Figure 1. Floorplan with the power grid (run 1).
Scale bar: 50 um. Pins as bars on the die edge. Tap cells in gray.
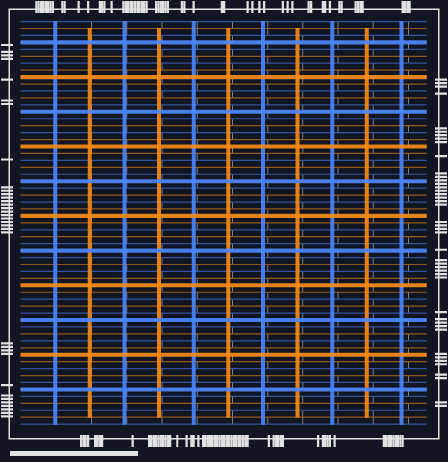
Figure 2. Placement by cell class (run 1).
Scale bar: 50 um.
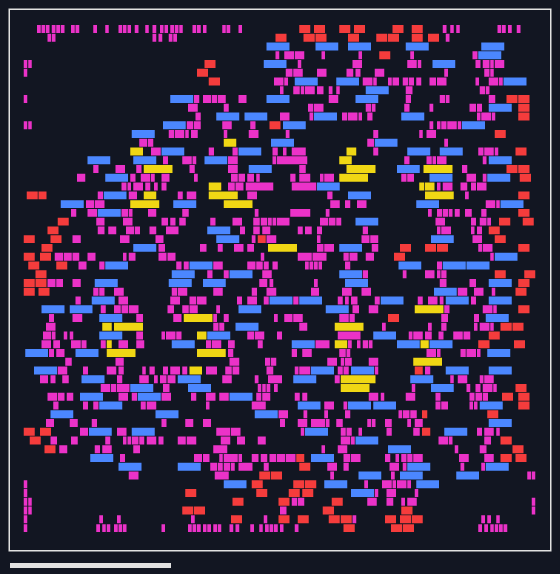
Figure 3. Clock wires, drivers and flops (run 1).
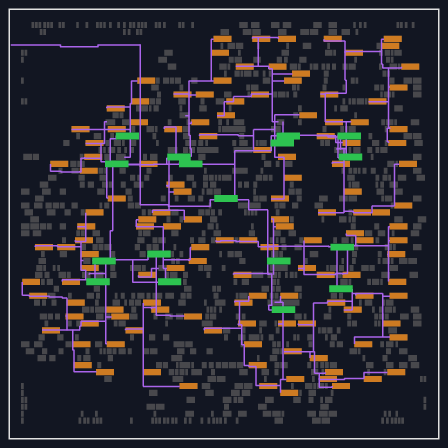
$ cat config.mk
export PLATFORM = sky130hd
export DESIGN_NAME = ap_ctrl_seq_driver
export DESIGN_NICKNAME = d
export VERILOG_FILES = /design/src/rtl/ap_ctrl_seq_driver.sv
export SDC_FILE = /design/constraint.sdc
export NUM_CORES = 1
export LEC_CHECK = 0
export CAP_MARGIN = 30
export CELL_PAD_IN_SITES_DETAIL_PLACEMENT = 0
export CELL_PAD_IN_SITES_GLOBAL_PLACEMENT = 1
export CORE_MARGIN = 4
export CORE_UTILIZATION = 29
export CTS_CLUSTER_SIZE = 14
export DETAILED_ROUTE_END_ITERATION = 7
export GPL_ROUTABILITY_DRIVEN = 0
export PLACE_DENSITY_LB_ADDON = 0.1
export REMOVE_ABC_BUFFERS = 1
export SYNTH_ARGS = -nofsm -noshare
export SYNTH_HDL_FRONTEND = slang
export SYNTH_SLANG_ARGS = --single-unit
export TNS_END_PERCENT = 20
$ cat constraint.sdc
create_clock -name clock -period 8.9 [get_ports clock]
set_clock_uncertainty 0.15 [all_clocks]
set_input_delay 2.225 -clock clock [delete_from_list [all_inputs] [get_ports clock]]
set_output_delay 2.225 -clock clock [all_outputs]
set_load 0.03 [all_outputs]
$ cat src/rtl/ap_ctrl_seq_driver.sv
// ap_ctrl_chain initiator: issues a programmed run of kernel transactions with bounded overlap.
// Define AP_CTRL_SEQ_DRIVER_STATS_EN to build the timestamp FIFO and latency statistics.
module ap_ctrl_seq_driver #(
    parameter int unsigned CNT_W    = 32,
    parameter int unsigned TS_DEPTH = 4
) (
    input  logic             clock,
    input  logic             reset,
    input  logic             cmd_start,
    input  logic [CNT_W-1:0] cmd_count,
    input  logic             cont_allow,
    output logic             busy,
    output logic             finish,
    output logic             ap_start,
    input  logic             ap_ready,
    input  logic             ap_done,
    output logic             ap_continue,
    output logic [CNT_W-1:0] issued_cnt,
    output logic [CNT_W-1:0] done_cnt,
    output logic             err,
    output logic [CNT_W-1:0] lat_last,
    output logic [CNT_W-1:0] lat_min,
    output logic [CNT_W-1:0] lat_max
);
    localparam int unsigned IW = $clog2(TS_DEPTH + 1);
    localparam logic [CNT_W-1:0] ONE = CNT_W'(1);

    typedef enum logic [1:0] {IDLE, RUN, DRAIN, DONE} state_t;

    state_t           state;
    logic [CNT_W-1:0] starts_left;
    logic [CNT_W-1:0] dones_left;
    logic [IW-1:0]    inflight;
    logic             start_hs;
    logic             done_req;
    logic             done_hs;
    logic             err_ev;

    always_comb begin
        busy        = (state == RUN) || (state == DRAIN);
        finish      = (state == DONE);
        ap_start    = (state == RUN) && (starts_left != '0) && (inflight < IW'(TS_DEPTH));
        ap_continue = busy && cont_allow;
        start_hs    = ap_start && ap_ready;
        done_req    = ap_done && ap_continue;
        // A completion with nothing outstanding is flagged but never consumed.
        done_hs     = done_req && (inflight != '0);
        err_ev      = (ap_ready && !ap_start) || (done_req && (inflight == '0));
    end

    always_ff @(posedge clock) begin
        if (reset) begin
            state       <= IDLE;
            starts_left <= '0;
            dones_left  <= '0;
            issued_cnt  <= '0;
            done_cnt    <= '0;
            inflight    <= '0;
            err         <= 1'b0;
        end else begin
            if (err_ev) begin
                err <= 1'b1;
            end
            if (start_hs) begin
                starts_left <= starts_left - ONE;
                issued_cnt  <= issued_cnt + ONE;
            end
            if (done_hs) begin
                dones_left <= dones_left - ONE;
                done_cnt   <= done_cnt + ONE;
            end
            case ({start_hs, done_hs})
                2'b10:   inflight <= inflight + IW'(1);
                2'b01:   inflight <= inflight - IW'(1);
                default: inflight <= inflight;
            endcase

            case (state)
                IDLE: begin
                    if (cmd_start) begin
                        starts_left <= cmd_count;
                        dones_left  <= cmd_count;
                        issued_cnt  <= '0;
                        done_cnt    <= '0;
                        inflight    <= '0;
                        err         <= err_ev;
                        state       <= (cmd_count == '0) ? DONE : RUN;
                    end
                end
                RUN: begin
                    if (start_hs && (starts_left == ONE)) begin
                        state <= (done_hs && (dones_left == ONE)) ? DONE : DRAIN;
                    end
                end
                DRAIN: begin
                    if (done_hs && (dones_left == ONE)) begin
                        state <= DONE;
                    end
                end
                DONE: state <= IDLE;
                default: state <= IDLE;
            endcase
        end
    end

`ifdef AP_CTRL_SEQ_DRIVER_STATS_EN
    localparam int unsigned PW = (TS_DEPTH > 1) ? $clog2(TS_DEPTH) : 1;

    logic [CNT_W-1:0] now;
    logic [CNT_W-1:0] ts_mem [TS_DEPTH];
    logic [PW-1:0]    wr_ptr;
    logic [PW-1:0]    rd_ptr;
    logic [PW-1:0]    wr_next;
    logic [PW-1:0]    rd_next;
    logic             stats_valid;
    logic [CNT_W-1:0] lat;

    always_comb begin
        wr_next = (wr_ptr == PW'(TS_DEPTH - 1)) ? '0 : wr_ptr + PW'(1);
        rd_next = (rd_ptr == PW'(TS_DEPTH - 1)) ? '0 : rd_ptr + PW'(1);
        // Modular subtraction keeps latency correct across wrap of now.
        lat     = now - ts_mem[rd_ptr];
    end

    always_ff @(posedge clock) begin
        if (reset) begin
            now         <= '0;
            wr_ptr      <= '0;
            rd_ptr      <= '0;
            stats_valid <= 1'b0;
            lat_last    <= '0;
            lat_min     <= '0;
            lat_max     <= '0;
        end else begin
            now <= now + ONE;
            if ((state == IDLE) && cmd_start) begin
                wr_ptr      <= '0;
                rd_ptr      <= '0;
                stats_valid <= 1'b0;
            end
            if (start_hs) begin
                ts_mem[wr_ptr] <= now;
                wr_ptr         <= wr_next;
            end
            if (done_hs) begin
                rd_ptr      <= rd_next;
                stats_valid <= 1'b1;
                lat_last    <= lat;
                if (!stats_valid || (lat < lat_min)) begin
                    lat_min <= lat;
                end
                if (!stats_valid || (lat > lat_max)) begin
                    lat_max <= lat;
                end
            end
        end
    end
`else
    always_comb begin
        lat_last = '0;
        lat_min  = '0;
        lat_max  = '0;
    end
`endif

endmodule

==> summary.txt, run 1 <==
fresh numbers from the pnr run: shortest period the worst path allows=5.87 ns, Max Freq=170 MHz, sequential share of power=37.4%, sequential fraction of the synthesis area=36.3%, antenna diode count=0, Worst-Margin Slew=0.983 ns, tally of OpenROAD warnings=31, Async SR Flop Fraction=0%, post-detailed-placement cell area=8400 um^2, cts repair resizes=0, met3 track demand over resource in global routing=2.71%, initial antenna violation count=0, hold-critical path depth=2, # fillers=2681, wire per inst=14.6 um, Data required, critical path=6.53 ns, area growth from synthesis to layout=21.5%, Cell Type Count=53, Slew HR=34.5%, vias in the first global route=5767, synthesized-area fraction occupied by xor and xnor cells=13.7%, Routed Wire Length=19.2 mm, CP Max Fanout=3, share of the synthesized area in the top cell type=36.3%, Post-synth EDFFs=0, post-synthesis share of cell area spent on and, or, nand and nor gates=23.9%, flops out of synthesis=134, commonest cells in the netlist=sky130_fd_sc_hd__dfxtp_1 (134), sky130_fd_sc_hd__buf_4 (97), sky130_fd_sc_hd__nor2_1 (90), final setup margin=3.03 ns, yosys-reported design area after synthesis=7400 um^2, yosys warns=0, Register-to-Register Setup Slack=5.12 ns, internal power contribution=1300 uW, Critical path destination=ap_continue, aggregate global-route resource usage=13.5%, CTS H-tree lvls=4, sum of negative setup slack=0 ns, area share of and-or/or-and cells after synthesis=10.8%, dominant combinational cell family by area after synthesis=simple AND/OR/NAND/NOR gates, Pins Over Slew Limit=0, Worst setup SP type=input pin, switch share=37.8%, length of routed wiring on met1=8.95 mm, number of hold violations in the final report=0, I/O Buffers=106, fa+ha+maj area frac=2.30%, number of buffers inserted during clock tree synthesis=17, proportion of power drawn by combinational gates=28.8%, count of cells along the worst register-to-register path=10, Post-Syn Area=7400 um^2, global-route wire length before repair=30.8 mm, Cells after Synth=870, effective utilization at floorplan=29.5%, die area=28100 um^2, ports placed on the boundary=203, Hold WS=0.348 ns, highest metal layer with signal wires=met4, Hold Crit Class=reg2reg, arrival time of data at the critical path endpoint=3.50 ns, final period utilization=66.0%, total power after layout=2090 uW, Hold-fix buffers, CTS=0, power spent charging and discharging nets=791 uW, global-route met1 utilization=17.8%, clock transition time at the flip-flop clock pins of the worst setup and hold paths=0.06 ns, DP Cell Count=1282, number of nets with antenna violations after detailed routing=0, insertion delay at the late pin of the worst-skew pair=0.42 ns, start of the worst register-to-register path=starts_left[9]$_SDFF_PP0_, Synth area leader=sky130_fd_sc_hd__dfxtp_1, minimum setup slack after placement=3.02 ns, met3 WL post-DR=759 um, status=finished clean, Post-Synthesis Mean Instance Area=8.51 um^2, start-to-end type of the worst setup path=in2out, worst reg2reg endpoint=inflight[2]$_SDFF_PP0_, Detailed Place HPWL=14.3 mm, Static Leak=0.00312 uW, DR vias/cell=4.54, clock root buffer=sky130_fd_sc_hd__clkbuf_16, most frequently used cell type in the post-synthesis netlist=sky130_fd_sc_hd__dfxtp_1
## Picture notes: Figure 1
- orange: VDD
- blue: VSS
- tap cells: 330
- met5 straps: 11
- rows: 58
- met4 straps: 11
- met1 rails: 59
Die Width: 168 um
maximum vdd ir drop: 0.0994 mV

## Picture notes: Figure 2
- red: remaining buffers and delay cells (cells 112)
- magenta: remaining logic cells (cells 707)
- blue: sequential cells (cells 134)
- yellow: clock drivers and dummy loads (cells 32)
placeable core region: 25100 um^2
final instance area: 8990 um^2
number of cell rows: 58

## Picture notes: Figure 3
- green: clock-net drivers (count 17)
- purple: clock wires (length 2060 um)
- orange: flip-flops (count 134)
- flops lie: spread over the die
- routed clock nets: 18
power share of the clock group: 33.8%
clock distribution power: 707 uW

run 1: power by group through the flow:
stage / Clock, uW / Sequential, uW / Combinational, uW
4_1_cts: 733 / 783 / 613
2_1_floorplan: 0 / 778 / 437
3_3_place_gp: 0 / 797 / 611
6_report: 707 / 782 / 603
5_1_grt: 760 / 798 / 676
3_5_place_dp: 0 / 796 / 610
run 1: placed cells by master, fill, tap and decap left out, types with 10 or more instances in the layout:
cell type / count
sky130_fd_sc_hd__a21oi_1: 72
sky130_fd_sc_hd__and4_1: 10
sky130_fd_sc_hd__clkbuf_16: 17
sky130_fd_sc_hd__clkdlybuf4s50_1: 106
sky130_fd_sc_hd__conb_1: 96
sky130_fd_sc_hd__dfxtp_1: 134
sky130_fd_sc_hd__ha_1: 12
sky130_fd_sc_hd__inv_1: 20
sky130_fd_sc_hd__nand2_1: 37
sky130_fd_sc_hd__nand3_1: 40
sky130_fd_sc_hd__nand4_1: 20
sky130_fd_sc_hd__nor2_1: 90
sky130_fd_sc_hd__nor3_1: 34
sky130_fd_sc_hd__nor4_1: 35
sky130_fd_sc_hd__o21bai_1: 31
sky130_fd_sc_hd__or3_1: 17
sky130_fd_sc_hd__or4_1: 15
sky130_fd_sc_hd__xnor2_1: 59
sky130_fd_sc_hd__xor2_1: 57
run 1: final cells by class:
type	count	area, um^2	share of cell area (%)
multi-input cells	686	4120	45.9
flip-flops and latches	134	2680	29.8
inverters	21	80.1	0.891
repair buffers	112	1100	12.3
clock buffers	17	425	4.73
well taps	330	413	4.59
clock inverters	15	161	1.80
run 1: critical path, stage by stage:
cell and delay, ns:
sky130_fd_sc_hd__clkdlybuf4s50_1 0.48, sky130_fd_sc_hd__and2_1 0.13, sky130_fd_sc_hd__clkdlybuf4s50_1 0.66
Figure 4. Placement view (run 1).
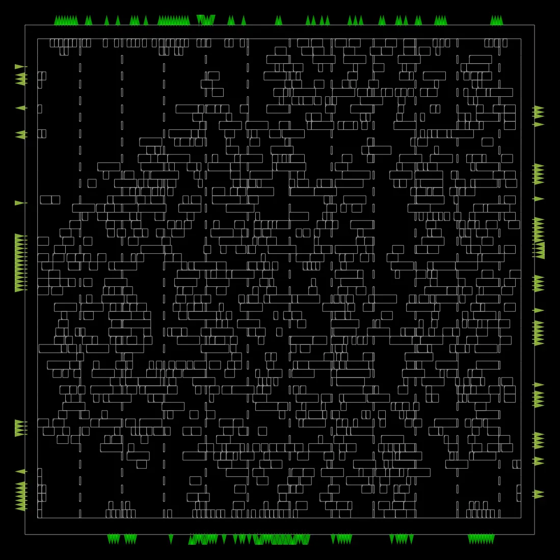

==> run 2: changes to the inputs <==
clock period = 5.2 ns   (was 8.9 ns; I/O delays follow)
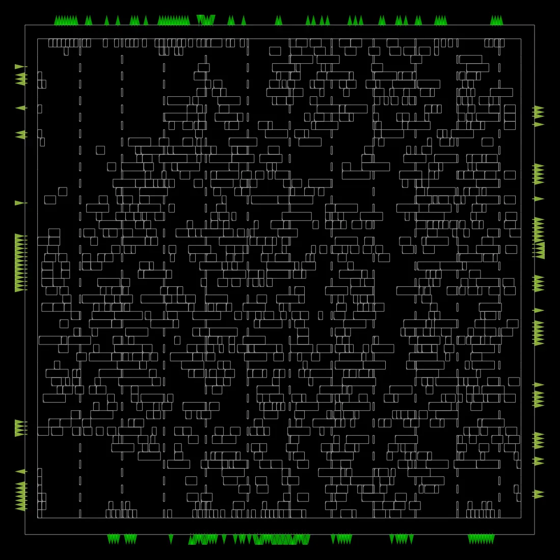
Figure 5: run 2, placement view.
number of flip-flops and latches: 134
TAP cells: 330
sequential fraction of total cell area: 29.7%

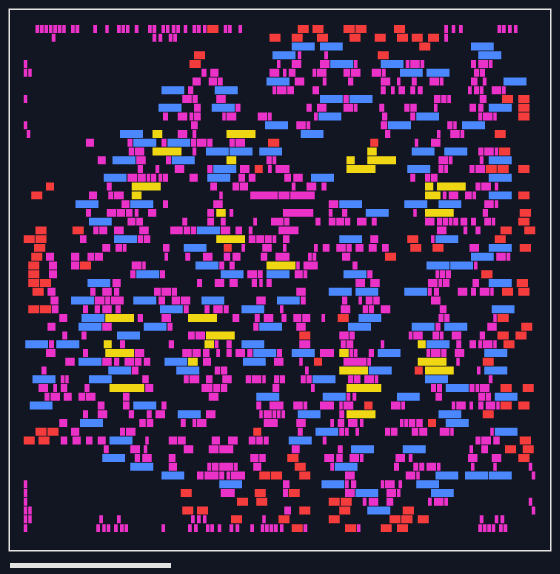
Figure 6: run 2, placement by cell class.
Scale bar: 50 um.
- blue: sequential cells (cells 134)
- magenta: remaining logic cells (cells 707)
- yellow: clock drivers and dummy loads (cells 32)
- red: remaining buffers and delay cells (cells 115)
fin util: 36.0%
final instance area: 9030 um^2

==> run 2 against run 1 <==
Flip-flop count unchanged. Die area is the same. Setup slack got worse by 2.6 ns. Largest power group unchanged.
==> summary.txt, run 2 <==
fresh numbers from the pnr run: # fillers=2675, Static Leak=0.00312 uW, maximum vdd ir drop=0.180 mV, sum of negative setup slack=0 ns, Synth area leader=sky130_fd_sc_hd__dfxtp_1, most frequent cell on the critical path=sky130_fd_sc_hd__or4_4, clock root buffer=sky130_fd_sc_hd__clkbuf_16, final period utilization=92.3%, number of cell rows=58, sequential fraction of the synthesis area=36.3%, cell breakdown of the critical path=or4_2 -> or4_4 -> or4_4 -> nand3b_1 -> inv_1 -> clkdlybuf4s50_1, arrival time of data at the critical path endpoint=3.35 ns, Post-synth EDFFs=0, cts repair resizes=0, I/O Buffers=106, most numerous logic cells after layout=sky130_fd_sc_hd__dfxtp_1 (134), sky130_fd_sc_hd__clkdlybuf4s50_1 (106), sky130_fd_sc_hd__conb_1 (96), Routed Wire Length=19.8 mm, DR vias/cell=4.55, flops out of synthesis=134, Cells after Synth=870, aggregate global-route resource usage=13.9%, CP max stage cell=sky130_fd_sc_hd__or4_2, Detailed Place HPWL=14.9 mm, clock transition time at the flip-flop clock pins of the worst setup and hold paths=0.06 ns, start-to-end type of the worst setup path=reg2out, Data required, critical path=3.75 ns, Cell Type Count=53, global-route wire length before repair=31.1 mm, minimum setup slack after placement=0.810 ns, ports placed on the boundary=203, area growth from synthesis to layout=22.0%, effective utilization at floorplan=29.5%, Hold WS=0.341 ns, Worst setup SP type=flip-flop, CP Max Fanout=7, number of buffers inserted during clock tree synthesis=17, total area of sequential cells=2680 um^2, final setup margin=0.401 ns, vias in the first global route=5667, post-detailed-placement cell area=8430 um^2, initial antenna violation count=0, number of hold violations in the final report=0, placeable core region=25100 um^2, insertion delay at the late pin of the worst-skew pair=0.42 ns, status=finished clean, wire per inst=15.0 um, number of nets with antenna violations after detailed routing=0, Hold-fix buffers, CTS=0, Die Width=168 um, Max Freq=208 MHz, Worst-Margin Slew=0.881 ns, Hold Crit Class=reg2reg, area of the multi-input gates=4120 um^2, Async SR Flop Fraction=0%, tally of OpenROAD warnings=31, worst stage delay on the critical path=0.69 ns, antenna diode count=0
run 2: path summary, 6_finish.rpt:
kind                                                  from                        to  slack [ns]  cells after the start
worst max register to register   starts_left[9]$_SDFF_PP0_    inflight[2]$_SDFF_PP0_        1.41                     10
worst min-delay path              issued_cnt[1]$_SDFF_PP0_  issued_cnt[1]$_SDFF_PP0_        0.34                      2
worst max-delay path            starts_left[20]$_SDFF_PP0_                  ap_start        0.40                      6
worst min register to register    issued_cnt[1]$_SDFF_PP0_  issued_cnt[1]$_SDFF_PP0_        0.34                      2
run 2: worst max-delay path: cells and delay by family (launching register included):
family                 cells  cell delay [ns]
buffers and inverters      2             0.67
flip-flops                 1             0.35
AND/OR/NAND/NOR            4             1.90
run 2: cells by family (layout without fill, tap and decap cells):
group,after synthesis,count (layout),synth area share (%)
compound gates,128,128,10.8
xor+xnor,116,116,13.7
fa+ha+maj,13,13,2.30
buf+inv,145,168,12.9
flops,134,134,36.3
other cells,1,96,0.0507
simple gates,333,333,23.9
run 2: final cells by class:
type | count | area share, %
Multi-Input combinational cell | 686 | 45.7
Sequential cell | 134 | 29.7
Timing Repair Buffer | 115 | 12.5
Clock buffer | 18 | 4.86
Tap cell | 330 | 4.57
Clock inverter | 14 | 1.77
Inverter | 21 | 0.887
run 2: power breakdown:
part,switching (uW),internal [uW],total [uW]
combinational,678,371,1050
sequential,161,1180,1340
clock,512,730,1240
total,1350,2280,3630
run 2: layer usage:
layer  track usage [%]  routed length, um  up-vias
met4              3.25                201        0
met5                 0                  0        -
met1              18.5               9380     2802
met3              3.56                785       14
met2              22.6               9430      120
li1                  -                  -     3062
Power figures rest on the tool's default switching activity, not on a simulated workload.
